$ cat config.mk
export PLATFORM = sky130hd
export DESIGN_NAME = icache
export DESIGN_NICKNAME = d
export VERILOG_FILES = /design/src/rtl/cpu_types_pkg.sv /design/src/rtl/icache_stats.sv /design/src/rtl/icache.sv
export SDC_FILE = /design/constraint.sdc
export NUM_CORES = 1
export LEC_CHECK = 0
export ABC_AREA = 1
export CAP_MARGIN = 5
export CORE_MARGIN = 8
export CORE_UTILIZATION = 25
export DETAILED_ROUTE_END_ITERATION = 16
export GPL_ROUTABILITY_DRIVEN = 1
export PLACE_DENSITY = 0.52
export SLEW_MARGIN = 30
export SYNTH_ARGS = -nofsm -noshare
export SYNTH_HDL_FRONTEND = slang
export SYNTH_SLANG_ARGS = --single-unit
$ cat constraint.sdc
create_clock -name CLK -period 3.95 [get_ports CLK]
set_input_delay 1.185 -clock CLK [delete_from_list [all_inputs] [get_ports CLK]]
set_output_delay 1.185 -clock CLK [all_outputs]
set_load 0.005 [all_outputs]
$ cat src/rtl/cpu_types_pkg.sv
// Shared CPU types: machine word, instruction-cache FSM state and frame record.
package cpu_types_pkg;

  typedef logic [31:0] word_t;

  // Widest tag the cache can need (NSETS = 2 leaves 29 tag bits above the
  // index). Narrower configurations store their tag zero-extended.
  localparam int unsigned TAG_MAX_W = 29;

  typedef enum logic [0:0] {
    IDLE = 1'b0,
    FILL = 1'b1
  } icache_state_t;

  typedef struct packed {
    logic                 valid;
    logic [TAG_MAX_W-1:0] tag;
    word_t                data;
  } icache_frame_t;

endpackage

$ cat src/rtl/icache_stats.sv
// Hit/miss event counters for the instruction cache; both wrap modulo 2^32.
module icache_stats
  import cpu_types_pkg::*;
(
  input  logic  CLK,
  input  logic  nRST,
  input  logic  hit_inc,
  input  logic  miss_inc,
  output word_t hit_count,
  output word_t miss_count
);

  word_t hit_q, hit_d;
  word_t miss_q, miss_d;

  // Next counter values: bump on the corresponding event, otherwise hold.
  always_comb begin
    hit_d  = hit_q;
    miss_d = miss_q;
    if (hit_inc) begin
      hit_d = hit_q + 32'd1;
    end else begin
      hit_d = hit_q;
    end
    if (miss_inc) begin
      miss_d = miss_q + 32'd1;
    end else begin
      miss_d = miss_q;
    end
  end

  // Counter registers, cleared by the asynchronous reset.
  always_ff @(posedge CLK or negedge nRST) begin
    if (!nRST) begin
      hit_q  <= 32'd0;
      miss_q <= 32'd0;
    end else begin
      hit_q  <= hit_d;
      miss_q <= miss_d;
    end
  end

  assign hit_count  = hit_q;
  assign miss_count = miss_q;

endmodule

$ cat src/rtl/icache.sv
// Direct-mapped, one-word-per-frame instruction cache with a zero-latency hit
// path and a two-state (IDLE/FILL) refill FSM. Optional statistics counters
// are built when the macro ICACHE_STATS_EN is defined.
module icache
  import cpu_types_pkg::*;
#(
  parameter int unsigned NSETS = 16
) (
  input  logic  CLK,
  input  logic  nRST,
  input  logic  imemREN,
  input  word_t imemaddr,
  output logic  ihit,
  output word_t imemload,
  output logic  iREN,
  output word_t iaddr,
  input  logic  iwait,
  input  word_t iload
`ifdef ICACHE_STATS_EN
  ,
  output word_t hit_count,
  output word_t miss_count
`endif
);

  localparam int unsigned IDX_W = $clog2(NSETS);

  icache_state_t        state_q, state_d;
  logic [29:0]          lat_q, lat_d;     // latched word address {tag,index}
  icache_frame_t        frames_q [NSETS];
  icache_frame_t        frames_d [NSETS];

  logic [IDX_W-1:0]     idx_s;
  logic [TAG_MAX_W-1:0] tag_s;
  logic [IDX_W-1:0]     fill_idx_s;
  logic [TAG_MAX_W-1:0] fill_tag_s;
  icache_frame_t        rd_frame_s;
  logic                 hit_s;
  logic                 miss_s;

  assign idx_s      = imemaddr[IDX_W+1:2];
  assign tag_s      = TAG_MAX_W'(imemaddr[31:IDX_W+2]);
  assign fill_idx_s = lat_q[IDX_W-1:0];
  assign fill_tag_s = TAG_MAX_W'(lat_q[29:IDX_W]);
  assign rd_frame_s = frames_q[idx_s];

  // Next-state logic: hit detection, miss capture and frame refill.
  always_comb begin
    state_d  = state_q;
    lat_d    = lat_q;
    frames_d = frames_q;
    hit_s    = 1'b0;
    miss_s   = 1'b0;
    case (state_q)
      IDLE: begin
        hit_s = imemREN & rd_frame_s.valid & (rd_frame_s.tag == tag_s);
        if (imemREN && !hit_s) begin
          miss_s  = 1'b1;
          lat_d   = imemaddr[31:2];
          state_d = FILL;
        end else begin
          state_d = IDLE;
        end
      end
      FILL: begin
        // The fill runs to completion whatever the datapath does meanwhile.
        if (!iwait) begin
          frames_d[fill_idx_s] = '{valid: 1'b1, tag: fill_tag_s, data: iload};
          state_d              = IDLE;
        end else begin
          state_d = FILL;
        end
      end
      default: begin
        state_d = IDLE;
      end
    endcase
  end

  // Output decode: data is forced to zero whenever there is no hit.
  always_comb begin
    ihit     = hit_s;
    imemload = 32'h0000_0000;
    iREN     = (state_q == FILL);
    iaddr    = {lat_q, 2'b00};
    if (hit_s) begin
      imemload = rd_frame_s.data;
    end else begin
      imemload = 32'h0000_0000;
    end
  end

  // State, latched address and frame storage; reset invalidates all frames.
  always_ff @(posedge CLK or negedge nRST) begin
    if (!nRST) begin
      state_q <= IDLE;
      lat_q   <= 30'd0;
      for (int i = 0; i < int'(NSETS); i++) begin
        frames_q[i] <= '0;
      end
    end else begin
      state_q  <= state_d;
      lat_q    <= lat_d;
      frames_q <= frames_d;
    end
  end

`ifdef ICACHE_STATS_EN
  icache_stats u_stats (
    .CLK        (CLK),
    .nRST       (nRST),
    .hit_inc    (hit_s),
    .miss_inc   (miss_s),
    .hit_count  (hit_count),
    .miss_count (miss_count)
  );
`endif

endmodule

==> summary.log <==
qor: status.outcome finished with violations
qor: status.failed_checks negative setup slack
qor: global_route.track_usage 15.7%
qor: sta.period_needed 4.93 ns
qor: synth.muxShareOfSynthArea 0%
qor: floorplan.chip_footprint 191000 sq um
qor: sta.timing.final.crit_share 125%
qor: synth.area_leader_netlist sky130_fd_sc_hd__dfrtp_1
qor: sta.setup_repair_after_global_routing_missed_its_margin true
qor: route.routed_wl 158000 microns
qor: floorplan.floorplan.die.width 437 microns
qor: synth.synth.cells.most_frequent sky130_fd_sc_hd__nand2_1 (1798), sky130_fd_sc_hd__o21ai_0 (992), sky130_fd_sc_hd__dfrtp_1 (975)
qor: clocking.cts_max_path_buffers 3
qor: sta.post-route-worst-setup-slack -0.985 ns
qor: sta.setup_viol 33
qor: flow_run.max_cap_viol_count 0
qor: global_route.grt_pass1_wl 238000 microns
qor: synth.synth.avg_cell_area 8.13 sq um
qor: finish.mostFrequentLayoutCell sky130_fd_sc_hd__nand2_1
qor: route.ant_nets 0
qor: floorplan.floorplan.io_pins 134
qor: clocking.ctsRootBufferMaster sky130_fd_sc_hd__clkbuf_16
[stage by stage]
stage	power, uW	std cells	setup WS [ns]	hold slack [ns]
floorplan	20700	5461	-0.0431	0.423
global placement	23100	7699	-1.40	0.435
detailed placement	23400	7699	-1.29	0.439
CTS	33800	7920	-0.902	0.387
global route	36100	7952	-1.08	0.405
finish	33700	7952	-0.985	0.413
[sequential cells by signal (all words and copies together), names as in the netlist]
name,count
frames_q,944
iREN,1
lat_q,30
[final cells by class]
cell class | count | share of cell area, %
clock buffers | 142 | 5.25
flip-flops and latches | 975 | 44.3
multi-input cells | 3779 | 32.4
repair buffers | 426 | 9.74
clock inverters | 40 | 1.10
inverters | 246 | 1.79
repair inverters | 4 | 0.100
well taps | 2340 | 5.32
[report_power, final]
group	switching [uW]	total (uW)	internal [uW]
Sequential	2170	16100	13900
Combinational	4290	7460	3170
Clock	4290	10200	5900
[logic make-up after synthesis]
family                    after synthesis
and+or+nand+nor                      2322
AOI/OAI and AO/OA                    1454
DFF                                   975
buffers and inverters                 707
xor gates and xnor gates                1
other                                   1
[metal layers]
metal  GRT usage (%)  vias to the layer above
li1                -                    18100
met1            22.0                    19100
met2            25.3                     1192
met3            2.45                      241
met4            4.10                        0
met5               0                        -
[path summary, 6_finish.rpt]
check	endpoint	startpoint	slack (ns)	cells after the start
max in group asynchronous	frames_q[650]	nRST	2.37	3
min reg2reg	frames_q[61]	frames_q[61]	0.45	2
min in group CLK	frames_q[61]	frames_q[61]	0.45	2
min	frames_q[476]	nRST	0.41	1
max	imemload[20]	imemaddr[2]	-0.98	22
max reg2reg	lat_q[11]	frames_q[362]	0.74	28
[timing repair]
action / in CTS / in global routing
gates resized: 247 / 105
buffers inserted: 31 / 22
setup endpoints to repair: 33 / 64
gates cloned: 11 / 20
pin swaps: 29 / 51
[critical path, delay by kind of cell]
family | cells | cell delay [ns]
AND/OR/NAND/NOR | 13 | 1.21
buffers and inverters | 9 | 1.30
**Port wiring**

Scale: 1 px per micron.
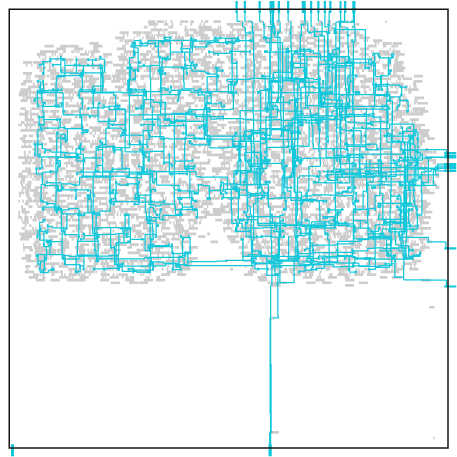
| port | colour | bits | direction | end cells | buffers | wire |
|---|---|---|---|---|---|---|
| imemaddr | cyan | 32 | input | 937 | 113 | 22.8 mm |

**Placed standard cells**

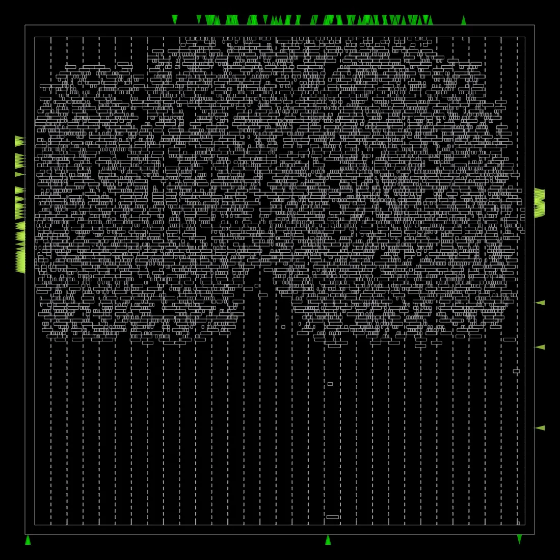
total core area: 176000 sq um
final cell count without fillers: 7952
floorplan row count: 154
flip-flops: 975
number of filler instances in the final layout: 18600

No activity file was given, so power comes from the tool's default toggle rates.
